===== src/rtl/load_store_unit.sv =====
// RV32 load/store unit: one outstanding data-memory access, req/gnt then rvalid.
// Define LSU_MISALIGN_TRAP_EN to fault misaligned H/W accesses instead of masking.
module load_store_unit (
  input  logic        clk,
  input  logic        rst_n,
  input  logic        in_valid,
  output logic        in_ready,
  input  logic        is_load,
  input  logic        is_store,
  input  logic [2:0]  func3,
  input  logic [31:0] addr,
  input  logic [31:0] wdata,
  input  logic [4:0]  rd,
  output logic        dmem_req,
  output logic        dmem_we,
  output logic [3:0]  dmem_be,
  output logic [31:0] dmem_addr,
  output logic [31:0] dmem_wdata,
  input  logic        dmem_gnt,
  input  logic        dmem_rvalid,
  input  logic [31:0] dmem_rdata,
  output logic        done,
  output logic        wb_we,
  output logic [4:0]  wb_rd,
  output logic [31:0] wb_data,
  output logic        misaligned
);

  typedef enum logic [1:0] {IDLE, REQ, WAIT, RESP} state_t;

  state_t      st;
  logic        ld_q;
  logic [2:0]  f3_q;
  logic [1:0]  off_q;
  logic [4:0]  rd_q;

  logic        is_b, is_h, accept, trap;
  logic [1:0]  off;
  logic [3:0]  be;
  logic [31:0] wd;
  logic [7:0]  lb;
  logic [15:0] lh;
  logic [31:0] ld_data;

  assign is_b     = func3[1:0] == 2'b00;
  assign is_h     = func3[1:0] == 2'b01;
  assign in_ready = st == IDLE;
  assign accept   = in_valid && (is_load ^ is_store);

`ifdef LSU_MISALIGN_TRAP_EN
  assign off  = addr[1:0];
  assign trap = (is_h & addr[0]) | (func3[1] & |addr[1:0]);
`else
  // Without the trap, misaligned offsets snap down to natural alignment.
  assign off  = func3[1] ? 2'b00 : is_h ? {addr[1], 1'b0} : addr[1:0];
  assign trap = 1'b0;
`endif

  always_comb begin
    be = 4'b1111;
    wd = wdata;
    unique case (1'b1)
      is_b: begin
        be = 4'b0001 << off;
        wd = {4{wdata[7:0]}};
      end
      is_h: begin
        be = 4'b0011 << off;
        wd = {2{wdata[15:0]}};
      end
      default: ;
    endcase
  end

  always_comb begin
    lb      = dmem_rdata[{off_q, 3'b000} +: 8];
    lh      = off_q[1] ? dmem_rdata[31:16] : dmem_rdata[15:0];
    ld_data = dmem_rdata;
    unique case (1'b1)
      f3_q[1:0] == 2'b00: ld_data = {{24{lb[7] & ~f3_q[2]}}, lb};
      f3_q[1:0] == 2'b01: ld_data = {{16{lh[15] & ~f3_q[2]}}, lh};
      default: ;
    endcase
  end

  always_ff @(posedge clk or negedge rst_n) begin
    if (!rst_n) begin
      st         <= IDLE;
      ld_q       <= 1'b0;
      f3_q       <= 3'b0;
      off_q      <= 2'b0;
      rd_q       <= 5'b0;
      dmem_req   <= 1'b0;
      dmem_we    <= 1'b0;
      dmem_be    <= 4'b0;
      dmem_addr  <= 32'b0;
      dmem_wdata <= 32'b0;
      done       <= 1'b0;
      wb_we      <= 1'b0;
      wb_rd      <= 5'b0;
      wb_data    <= 32'b0;
      misaligned <= 1'b0;
    end else begin
      done       <= 1'b0;
      wb_we      <= 1'b0;
      misaligned <= 1'b0;
      unique case (st)
        IDLE: if (accept) begin
          ld_q       <= is_load;
          f3_q       <= func3;
          off_q      <= off;
          rd_q       <= rd;
          dmem_we    <= is_store;
          dmem_addr  <= {addr[31:2], 2'b00};
          dmem_wdata <= wd;
          if (trap) begin
            st         <= RESP;
            done       <= 1'b1;
            misaligned <= 1'b1;
          end else begin
            st       <= REQ;
            dmem_req <= 1'b1;
            dmem_be  <= be;
          end
        end
        REQ: if (dmem_gnt) begin
          dmem_req <= 1'b0;
          dmem_be  <= 4'b0;
          if (ld_q) begin
            st <= WAIT;
          end else begin
            st   <= RESP;
            done <= 1'b1;
          end
        end
        WAIT: if (dmem_rvalid) begin
          st      <= RESP;
          done    <= 1'b1;
          wb_we   <= 1'b1;
          wb_rd   <= rd_q;
          wb_data <= ld_data;
        end
        RESP: st <= IDLE;
        default: st <= IDLE;
      endcase
    end
  end

endmodule


===== config.mk =====
export PLATFORM = sky130hd
export DESIGN_NAME = load_store_unit
export DESIGN_NICKNAME = d
export VERILOG_FILES = /design/src/rtl/load_store_unit.sv
export SDC_FILE = /design/constraint.sdc
export NUM_CORES = 1
export LEC_CHECK = 0
export CORE_MARGIN = 3
export CORE_UTILIZATION = 46
export DETAILED_ROUTE_END_ITERATION = 8
export GPL_ROUTABILITY_DRIVEN = 0
export GPL_TIMING_DRIVEN = 0
export HOLD_SLACK_MARGIN = 0.15
export PLACE_DENSITY = 0.85
export SYNTH_ARGS = -nofsm -noshare
export SYNTH_HDL_FRONTEND = slang
export SYNTH_SLANG_ARGS = --single-unit
export TNS_END_PERCENT = 5

===== constraint.sdc =====
create_clock -name clk -period 4.1 [get_ports clk]
set_clock_uncertainty 0.2 [all_clocks]
set_input_delay 0.41 -clock clk [delete_from_list [all_inputs] [get_ports clk]]
set_output_delay 0.41 -clock clk [all_outputs]
set_load 0.05 [all_outputs]

### Wires at chosen ports, followed through buffers

The bar under the picture is 20 um long.
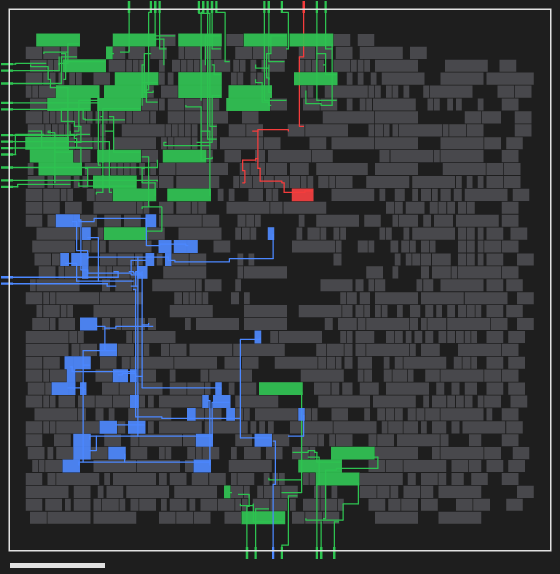
Blue shows func3, bits 3, direction input, edge 2 west, 1 south, end cells 42, buffers 7, wire 563 um. Red shows in_ready, bits 1, direction output, edge north, end cells 1, buffers 1, wire 68.8 um. Green shows dmem_addr, bits 32, direction output, edge 14 north, 12 west, 6 south, end cells 32, buffers 32, wire 1040 um.
num ports: 222
port buffer count: 218

==> deck_impl_summary.md <==
Physical Implementation Snapshot

Global route
  – Largest net degree at the start of global routing: 99
  – Total GRT Usage: 0.277
  – Vias in the first global route: 5447
  – Wire length of the first global-routing pass: 27.9 mm
  – Initial antenna violation count: 0

Routing
  – DR vias/cell: 5.36
  – DR pass1 iterations: 7
  – WL per Instance: 18.2 um
  – WL met2: 8.61 mm
  – Met1 Wirelength: 6.61 mm
  – Routed WL: 17.7 mm
  – Initial DRC count: 349

Floorplanning
  – Die Size: 12900 sq um
  – Pre-Place Util: 0.482
  – Die H: 114 um
  – DIE WIDTH: 114 um

Pwr
  – Internal power: 4.14 mW
  – Sw frac: 0.465
  – Flop pwr share: 0.267
  – Tot Pwr: 7.74 mW
  – Clk pwr share: 0.204
  – Power per Cell Area: 926 nW/um^2
  – LEAKAGE: 3.85 nW
  – Power share of the combinational group: 0.528
  – Reported net switching power: 3.60 mW

Cells and area
  – Fin cells: 973
  – Most numerous logic cells after layout: 217 x clkdlybuf4s50_1, 209 x nand2_1, 120 x dfrtp_1
  – Layout cells sized above 1: 0.0660
  – Sequential Area: 3000 sq um
  – FILL cells: 801
  – Most frequent logic cell in the layout: clkdlybuf4s50_1
  – Logic area: 2150 sq um
  – Area grow syn2layout: 56.6%
  – Top Registers: dmem_wdata (32), wb_data (32), dmem_addr (30)

Hold path
  – Min-Delay Path Class: in2async

Synthesis
  – Mapped Cells: 579
  – Top cells by count: 209 x nand2_1, 120 x dfrtp_1, 47 x nand3_1
  – Cell count listed in synth_stat.txt: 579
  – Area share of the largest cell type after synthesis: 0.562
  – Post-synth cell types: 39
  – Top cells by area: dfrtp_1 56%, nand2_1 15%, mux2i_1 4.5%
  – Register bit count reported by yosys: 120
  – Ys flop type: dfrtp_1
  – Yosys top cell by area: dfrtp_1
  – EDFF count, synth: 0

Critical path
  – Critical path capture point type: output port
  – CP Data Arrival Time: 2.03 ns
  – Crit path kind: reg2out
  – Crit start category: flop
  – Worst reg2reg startpoint: st[0]
  – Required time of the critical path: 3.49 ns
  – Worst R2R Setup Slack: 1.83 ns
  – CP Max Fanout: 6
  – Critical path launch point: st[0]

Final timing
  – Setup tns final: 0 ns
  – Final worst-path cycle share: 0.644
  – Crit path time final: 2.64 ns
  – Pins Over Slew Limit: 0
  – RSZ-0062 raised after global routing: no
  – Final setup vio count: 0
  – Slew headroom: 0.581
  – Final Hold Vio Count: 0

Clocking
  – H-tree Lvls: 4
  – Clk sinks: 120
  – CTS Buffer Depth: 2
  – Post-CTS sizing: 0
  – Clock-pin slew on the worst setup and hold paths: 0.05 ns
  – Cts bufs inserted: 17
  – Clk root buf: clkbuf_16

Outcome
  – Outcome: finished, final reports clean

Placement
  – Dpl hpwl: 13.3 mm
  – # placed instances: 940
### Placement by cell class

Fill, decap, tap and diode cells in gray.
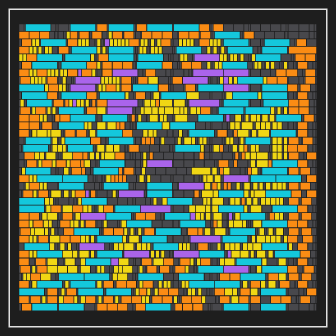
Yellow shows combinational and other logic, cells 420. Cyan shows sequential cells, cells 120. Purple shows clock drivers and dummy loads, cells 32. Orange shows remaining buffers and delay cells, cells 261.
core area: 11100 sq um
final core occ: 0.755
Site Rows: 38

final timing paths:
| check | to | depth (start not counted) |
|---|---|---|
| setup / recovery | in_ready | 3 |
| setup reg to reg | wb_data[4] | 7 |
| hold / removal | wb_rd[3] | 2 |
| hold reg to reg | wb_rd[1] | 2 |
| max in group asynchronous | dmem_wdata[31] | 3 |
| min in group clk | wb_rd[1] | 2 |
critical path, cell delays in order, from the launching register on:
cell,delay (ns)
dfrtp_1,0.41
inv_1,0.10
ha_1,0.26
clkdlybuf4s50_1,0.85
layout make-up:
| class | instances | area share |
|---|---|---|
| Buffer | 41 | 0.0212 |
| Clock buffer | 23 | 0.0536 |
| Clock inverter | 9 | 0.0206 |
| Inverter | 5 | 0.00224 |
| Multi-Input combinational cell | 415 | 0.257 |
| Sequential cell | 120 | 0.359 |
| Tap cell | 140 | 0.0209 |
| Timing Repair Buffer | 220 | 0.266 |
layer usage:
metal	vias up	GRT usage
met2	278	0.463
met1	2479	0.319
met4	0	0.108
met5	-	0
met3	33	0.111
li1	2424	-
cell families after synthesis:
family,after synthesis,synth area share
AND/OR/NAND/NOR,293,0.231
XOR/XNOR,1,0.00164
multiplexers,34,0.0661
AND-OR/OR-AND,81,0.0944
buffers and inverters,46,0.0368
adder cells (fa/ha/maj),3,0.00703
other,1,0.000702
flip-flops,120,0.562
stage by stage:
stage	cell area, sq um	utilization	worst slack [ns]
global placement	7700	0.696	-2.14
floorplan	5350	-	1.93
detailed placement	7730	0.698	1.56
global route	8360	0.755	1.38
finish	8360	0.755	1.46
CTS	8360	0.755	1.44
power by group through the flow:
stage	Sequential (mW)	Combinational, mW	Clock (mW)
floorplan	3.72	0.929	0
global placement	2.05	4.00	0
detailed placement	2.08	4.09	0
CTS	2.06	4.11	1.60
global route	2.14	4.32	1.66
finish	2.07	4.09	1.58
Power is estimated from default activity; no workload was simulated.
